## src/rtl/lif_neuron_array_core_if.sv

```systemverilog
// Bus bundle for lif_neuron_array_core: run controls, serial
// config stream and neuron status outputs.
interface lif_neuron_array_core_if #(
  parameter int NUM_CH = 2,
  parameter int IN_W   = 3,
  parameter int V_W    = 7
);
  logic                   enable;
  logic [NUM_CH*IN_W-1:0] chan_in;
  logic                   load_mode;
  logic                   serial_data;
  logic                   spike_out;
  logic [V_W-1:0]         v_mem_out;
  logic                   params_ready;
  logic                   cfg_err;
  logic [7:0]             spike_count;

  modport master (
    output enable, chan_in,
    output load_mode, serial_data,
    input  spike_out, v_mem_out,
    input  params_ready, cfg_err,
    input  spike_count
  );

  modport slave (
    input  enable, chan_in,
    input  load_mode, serial_data,
    output spike_out, v_mem_out,
    output params_ready, cfg_err,
    output spike_count
  );
endinterface

```

## src/rtl/lif_neuron_array_core.sv

```systemverilog
// Parametrised LIF neuron core with serial config and refractory period.
// Optional spike counter enabled by defining LIF_SPIKE_COUNT_EN.
module lif_neuron_array_core #(
  parameter int NUM_CH = 2,
  parameter int IN_W   = 3,
  parameter int W_W    = 3,
  parameter int V_W    = 7,
  parameter int LEAK_W = 3,
  parameter int REF_W  = 3
) (
  input logic clk,
  input logic rst_n,
  lif_neuron_array_core_if.slave io
);
  localparam int CFG_BITS = V_W + LEAK_W + REF_W + NUM_CH*W_W;
  localparam int CNT_W = $clog2(CFG_BITS + 2);
  localparam int S_W = IN_W + W_W + $clog2(NUM_CH) + 1;
  localparam int E_W = ((S_W > V_W) ? S_W : V_W) + 2;
  localparam logic [E_W-1:0] V_MAX =
    {{(E_W-V_W){1'b0}}, {V_W{1'b1}}};

  typedef enum logic [1:0] {
    IDLE, LOAD, RUN, REFRAC
  } state_t;

  state_t                   state;
  logic [CFG_BITS-1:0]      shift_reg;
  logic [CNT_W-1:0]         bit_cnt;
  logic [V_W-1:0]           thresh;
  logic [LEAK_W-1:0]        leak;
  logic [REF_W-1:0]         refr;
  logic [NUM_CH-1:0][W_W-1:0] w;
  logic [REF_W-1:0]         ref_cnt;
  logic [V_W-1:0]           v;
  logic                     spike_q;
  logic                     ready_q;
  logic                     err_q;

  logic [E_W-1:0] sum;
  logic [E_W-1:0] acc;
  logic [E_W-1:0] diff;
  logic [V_W-1:0] v_next;
  logic           fire;
  logic           active;
  logic           commit;
  logic           spike_ev;

  always_comb begin
    sum = '0;
    for (int k = 0; k < NUM_CH; k++) begin
      sum = sum + (E_W'(w[k]) *
        E_W'(io.chan_in[k*IN_W +: IN_W]));
    end
    acc  = E_W'(v) + sum;
    diff = acc - E_W'(leak);
    if (acc < E_W'(leak)) begin
      v_next = '0;
    end else if (diff > V_MAX) begin
      v_next = V_MAX[V_W-1:0];
    end else begin
      v_next = diff[V_W-1:0];
    end
    fire = (thresh != '0) && (v_next >= thresh);
  end

  assign active   = io.enable && !io.load_mode;
  assign commit   = active && (state == LOAD) &&
                    (bit_cnt == CNT_W'(CFG_BITS));
  assign spike_ev = active && (state == RUN) && fire;

  always_ff @(posedge clk or negedge rst_n) begin
    if (!rst_n) begin
      state     <= IDLE;
      shift_reg <= '0;
      bit_cnt   <= '0;
      thresh    <= '0;
      leak      <= '0;
      refr      <= '0;
      w         <= '0;
      ref_cnt   <= '0;
      v         <= '0;
      spike_q   <= 1'b0;
      ready_q   <= 1'b0;
      err_q     <= 1'b0;
    end else if (!io.enable) begin
      spike_q <= 1'b0;
      err_q   <= 1'b0;
    end else begin
      spike_q <= 1'b0;
      err_q   <= 1'b0;
      if (io.load_mode) begin
        // the entry cycle already carries the first bit
        if (state != LOAD) begin
          bit_cnt <= CNT_W'(1);
        end else if (bit_cnt != CNT_W'(CFG_BITS + 1)) begin
          bit_cnt <= bit_cnt + 1'b1;
        end
        shift_reg <= {shift_reg[CFG_BITS-2:0], io.serial_data};
        state     <= LOAD;
        v         <= '0;
        ref_cnt   <= '0;
        ready_q   <= 1'b0;
      end else begin
        unique case (state)
          LOAD: begin
            if (commit) begin
              thresh  <= shift_reg[CFG_BITS-1 -: V_W];
              leak    <= shift_reg[REF_W+NUM_CH*W_W +: LEAK_W];
              refr    <= shift_reg[NUM_CH*W_W +: REF_W];
              w       <= shift_reg[NUM_CH*W_W-1:0];
              ready_q <= 1'b1;
              state   <= RUN;
            end else begin
              thresh <= '0;
              leak   <= '0;
              refr   <= '0;
              w      <= '0;
              err_q  <= 1'b1;
              state  <= IDLE;
            end
          end
          IDLE: v <= '0;
          RUN: begin
            if (fire) begin
              spike_q <= 1'b1;
              v       <= '0;
              if (refr != '0) begin
                state   <= REFRAC;
                ref_cnt <= refr;
              end
            end else begin
              v <= v_next;
            end
          end
          REFRAC: begin
            v       <= '0;
            ref_cnt <= ref_cnt - 1'b1;
            if (ref_cnt <= REF_W'(1)) state <= RUN;
          end
          default: state <= IDLE;
        endcase
      end
    end
  end

  assign io.spike_out    = spike_q;
  assign io.v_mem_out    = v;
  assign io.params_ready = ready_q;
  assign io.cfg_err      = err_q;

`ifdef LIF_SPIKE_COUNT_EN
  logic [7:0] spike_cnt;

  always_ff @(posedge clk or negedge rst_n) begin
    if (!rst_n) begin
      spike_cnt <= '0;
    end else if (commit) begin
      spike_cnt <= '0;
    end else if (spike_ev && spike_cnt != 8'hff) begin
      spike_cnt <= spike_cnt + 1'b1;
    end
  end

  assign io.spike_count = spike_cnt;
`else
  logic unused_ev;
  assign unused_ev = spike_ev;
  assign io.spike_count = 8'd0;
`endif
endmodule
```

## src/flat_wrapper.sv

```systemverilog
// flat-port wrapper written by rule: the top's interface ports become plain ports
module lif_neuron_array_core_flat 
#(
  parameter int NUM_CH = 2,
  parameter int IN_W   = 3,
  parameter int W_W    = 3,
  parameter int V_W    = 7,
  parameter int LEAK_W = 3,
  parameter int REF_W  = 3
)
  (clk, rst_n, io_enable, io_chan_in, io_load_mode, io_serial_data, io_spike_out, io_v_mem_out, io_params_ready, io_cfg_err, io_spike_count);
  lif_neuron_array_core_if #(.NUM_CH(NUM_CH), .IN_W(IN_W), .V_W(V_W)) io_i ();
  input logic clk;
  input logic rst_n;
  input wire logic [$bits(io_i.enable)-1:0] io_enable;
  input wire logic [$bits(io_i.chan_in)-1:0] io_chan_in;
  input wire logic [$bits(io_i.load_mode)-1:0] io_load_mode;
  input wire logic [$bits(io_i.serial_data)-1:0] io_serial_data;
  output wire logic [$bits(io_i.spike_out)-1:0] io_spike_out;
  output wire logic [$bits(io_i.v_mem_out)-1:0] io_v_mem_out;
  output wire logic [$bits(io_i.params_ready)-1:0] io_params_ready;
  output wire logic [$bits(io_i.cfg_err)-1:0] io_cfg_err;
  output wire logic [$bits(io_i.spike_count)-1:0] io_spike_count;
  assign io_i.enable = io_enable;
  assign io_i.chan_in = io_chan_in;
  assign io_i.load_mode = io_load_mode;
  assign io_i.serial_data = io_serial_data;
  assign io_spike_out = io_i.spike_out;
  assign io_v_mem_out = io_i.v_mem_out;
  assign io_params_ready = io_i.params_ready;
  assign io_cfg_err = io_i.cfg_err;
  assign io_spike_count = io_i.spike_count;
  lif_neuron_array_core #(.NUM_CH(NUM_CH), .IN_W(IN_W), .W_W(W_W), .V_W(V_W), .LEAK_W(LEAK_W), .REF_W(REF_W)) u_core (.clk(clk), .rst_n(rst_n), .io(io_i));
endmodule
```

## config.mk

```make
export PLATFORM = sky130hd
export DESIGN_NAME = lif_neuron_array_core_flat
export DESIGN_NICKNAME = d
export VERILOG_FILES = /design/src/rtl/lif_neuron_array_core_if.sv /design/src/rtl/lif_neuron_array_core.sv /design/src/flat_wrapper.sv
export SDC_FILE = /design/constraint.sdc
export NUM_CORES = 1
export LEC_CHECK = 0
export ABC_AREA = 1
export CORE_ASPECT_RATIO = 0.7
export CORE_MARGIN = 2
export CORE_UTILIZATION = 39
export DETAILED_ROUTE_END_ITERATION = 10
export PLACE_DENSITY = 0.58
export SYNTH_ARGS = -nofsm -noshare
export SYNTH_HDL_FRONTEND = slang
export SYNTH_SLANG_ARGS = --single-unit
```

## constraint.sdc

```tcl
create_clock -name clk -period 5.2 [get_ports clk]
set_input_delay 1.56 -clock clk [delete_from_list [all_inputs] [get_ports clk]]
set_output_delay 1.56 -clock clk [all_outputs]
set_load 0.005 [all_outputs]
```

==> results.yml <==
# generated from flow reports
status:
  outcome: "finished, violations left"
  violations: "negative setup slack"
global_routing:
  overflow: 0
  grt-busiest-layer: "met2"
  grt_util_met3_pct: 4.72
clock_tree:
  holdBufCountCts: 0
  cts_sinks: 58
  clkTransAtPathRegs_ps: 50
  cts_buffers: 9
  cts_tree: "built"
  htree_levels: 3
worst_setup_path:
  cpMostUsedCell: "nand2_1"
  worstSetupEndpointType: "flip-flop"
  r2r_start: "u_core.w[0]$_DFFE_PN0P_"
  crit_end: "u_core.state[0]$_DFFE_PN0P_"
  crit_slowest_cell: "fa_1"
  critPathMaxFanout: 7
  arrival_ps: 6520
  reg2reg_depth: 31
  critPathMaxStageDelay_ps: 520
  startpoint: "io_chan_in[2]"
  crit_type: "input port to flip-flop"
min_path:
  hold_class: "flip-flop to flip-flop"
  holdPathStages: 2
layout:
  antennaDiodeCount: 0
  logic_area_mm2: 0.00249
  largest_register_ffs: 19
  drive_gt1_share_pct: 26.3
  seqCellArea_mm2: 0.00145
  nets: 634
power:
  vdd_drop_max_mv: 0.197
  p_leak_nw: 2.79
  p_per_area_mw_per_mm2: 362
  power_mw: 1.96
routing:
  viasPerCell: 4.76
  drc: 0
  wl_per_cell_um: 13.3
  num_vias: 3372
yosys:
  synth_xor_xnor_area_share_pct: 1.11
  topCellsByArea: "dfrtp_1 37%, ha_1 11%, nand2_1 11%, inv_1 10%, fa_1 5.6%"
  yosys.area_share.adder_pct: 16.6
  largest_area_cell: "dfrtp_1"
  synthFlopType: "dfrtp_1"
  ys_warn_count: 0
  postSynthAreaPerCell_um2: 7.83
  edf_count: 0
  ys_cells: 506
  top_area_share_pct: 36.6
  postSynth.asyncResetShare_pct: 100
  ys_sh_aoi_pct: 9.88
timing:
  holdWs_ps: 481
  hold_viol: 0
  timing.fmax_ghz: 0.159
  rsz0062_at_grt: "yes"
  period_needed_ps: 6300
  postLayoutSetupSlackWorst_ps: -1100
  setup_violations: 13
die:
  core_mm2: 0.00980
  fp_util_pct: 40.4
  die_y_um: 88.3
  die_w_um: 124
==> synthesized netlist by cell type (2+ instances only) <==
cell	instances
a21oi_1	16
nand2_2	6
nor3_1	4
dfrtp_1	58
a211oi_1	2
nand3b_1	3
nand3_2	3
fa_1	11
nor2_4	2
o22ai_1	18
xor2_1	4
buf_2	3
nand4_1	5
inv_1	107
o21ai_0	30
nor4_1	3
ha_1	35
nand3_1	39
nor2_1	21
nand2_1	113
buf_4	8
clkbuf_1	6
==> what timing repair did <==
action                                  4_1_cts  5_1_grt
endpoints found under the setup margin       13       13
pin swaps                                    40       35
endpoints found under the hold margin         0        0
gates resized                                53       50
setup buffers                                 4        7
==> metal layers <==
metal / vias to the layer above / share of wire (%)
li1: 1723 / -
met1: 1589 / 52
met2: 49 / 42
met3: 11 / 3.8
met4: 0 / 1.3
met5: - / 0
==> metrics by stage <==
step,util (%),instances,setup WS (ps)
after floorplan,-,513,-1060
after global placement,46.8,683,-1880
after detailed placement,46.8,683,-1930
after CTS,51.9,702,-1130
after global routing,55.1,709,-1350
final,55.1,709,-1100
==> logic make-up after synthesis <==
family | count (synthesis)
flip-flops | 58
buffers and inverters | 126
adder cells (fa/ha/maj) | 46
XOR/XNOR | 5
AND-OR/OR-AND | 69
AND/OR/NAND/NOR | 201
other | 1
==> how the worst min path moves through the flow <==
stage / start / end / slack (ps)
finish: u_core.shift_reg[8]$_DFFE_PN0P_ / u_core.shift_reg[8]$_DFFE_PN0P_ / 480
global placement: u_core.io.params_ready$_DFFE_PN0P_ / u_core.io.params_ready$_DFFE_PN0P_ / 470
detailed placement: u_core.io.params_ready$_DFFE_PN0P_ / u_core.io.params_ready$_DFFE_PN0P_ / 470
global route: u_core.io.params_ready$_DFFE_PN0P_ / u_core.io.params_ready$_DFFE_PN0P_ / 510
floorplan: u_core.ref_cnt[1]$_DFFE_PN0P_ / u_core.ref_cnt[1]$_DFFE_PN0P_ / 440
CTS: u_core.shift_reg[17]$_DFFE_PN0P_ / u_core.shift_reg[17]$_DFFE_PN0P_ / 490
==> power by group <==
part	switching (mW)	total [mW]	internal (mW)
Clock	0.199	0.641	0.442
Sequential	0.0293	0.529	0.500
Combinational	0.408	0.785	0.378
==> layout by cell type, fill, tap and decap left out, drive strengths merged, types with 3 or more instances in the layout <==
cell,netlist,final
fa,11,11
o22ai,18,18
nand4,6,6
a21oi,17,17
clkbuf,6,13
nand3,42,42
conb,1,8
xor2,4,4
nand3b,3,3
o21ai,31,31
nor3,4,4
clkdlybuf4s50,0,13
dfrtp,58,58
buf,12,56
nor4,3,3
nand2,119,119
ha,35,35
inv,108,108
nor2,24,24
==> cell type report <==
type | count | area share, %
Clock buffer | 13 | 4.82
Clock inverter | 2 | 1.11
Inverter | 108 | 7.51
Multi-Input combinational cell | 329 | 46.1
Sequential cell | 58 | 26.9
Tap cell | 128 | 2.97
Timing Repair Buffer | 71 | 10.7
==> critical path, delay by kind of cell <==
kind	cells	cell delay (ps)
compound gates	1	120
fa+ha+maj	7	2630
buf+inv	6	350
simple gates	18	1850
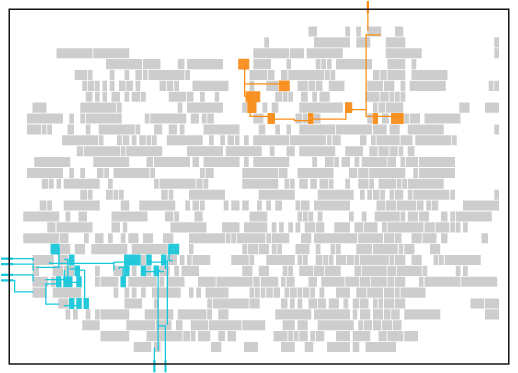
port_trees.png
(4 px per um)
legend:
  io_load_mode:
    colour: orange
    bits: 1
    direction: input
    end_cells: 10
    buffers: 1
    wire: 97.8 um
  io_chan_in:
    colour: cyan
    bits: 6
    direction: input
    end_cells: 18
    buffers: 12
    wire: 188 um
Top Ports: 29
IO Port Bufs: 20

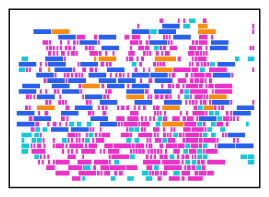
class_map.png
(2 px per um)
legend:
  clock drivers and dummy loads:
    colour: orange
    cells: 15
    share_of_their_area: 6.1%
  sequential cells:
    colour: blue
    cells: 58
    share_of_their_area: 28%
  remaining logic cells:
    colour: magenta
    cells: 437
    share_of_their_area: 55%
  remaining buffers and delay cells:
    colour: cyan
    cells: 71
    share_of_their_area: 11%
Final Cell Area: 0.00540 mm^2
row cnt: 30

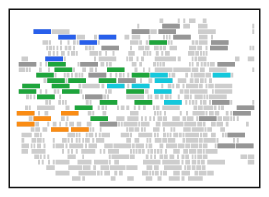
ff_map.png
(2 px per um) Other sequential cells in the stronger grey, the rest of the logic in the fainter grey.
legend:
  u_core.w:
    colour: orange
    flops: 6
  u_core.thresh:
    colour: cyan
    flops: 7
  u_core.bit_cnt:
    colour: blue
    flops: 5
    where: upper left
  u_core.shift_reg:
    colour: green
    flops: 19
not coloured: 21

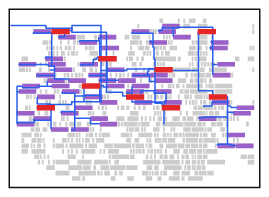
clock_wires.png
(2 px per um)
legend:
  clock wires:
    colour: blue
    length: 902 um
  flip-flops:
    colour: purple
    count: 58
  clock-net drivers:
    colour: red
    count: 9
routed clock nets: 10

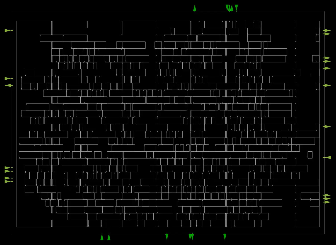
placed.png
seq_cells: 58
Seq area share: 26.9%
layout filler cell count: 881
Tapcells: 128
Final Core Density: 55.1%

Power figures rest on the tool's default switching activity, not on a simulated workload.
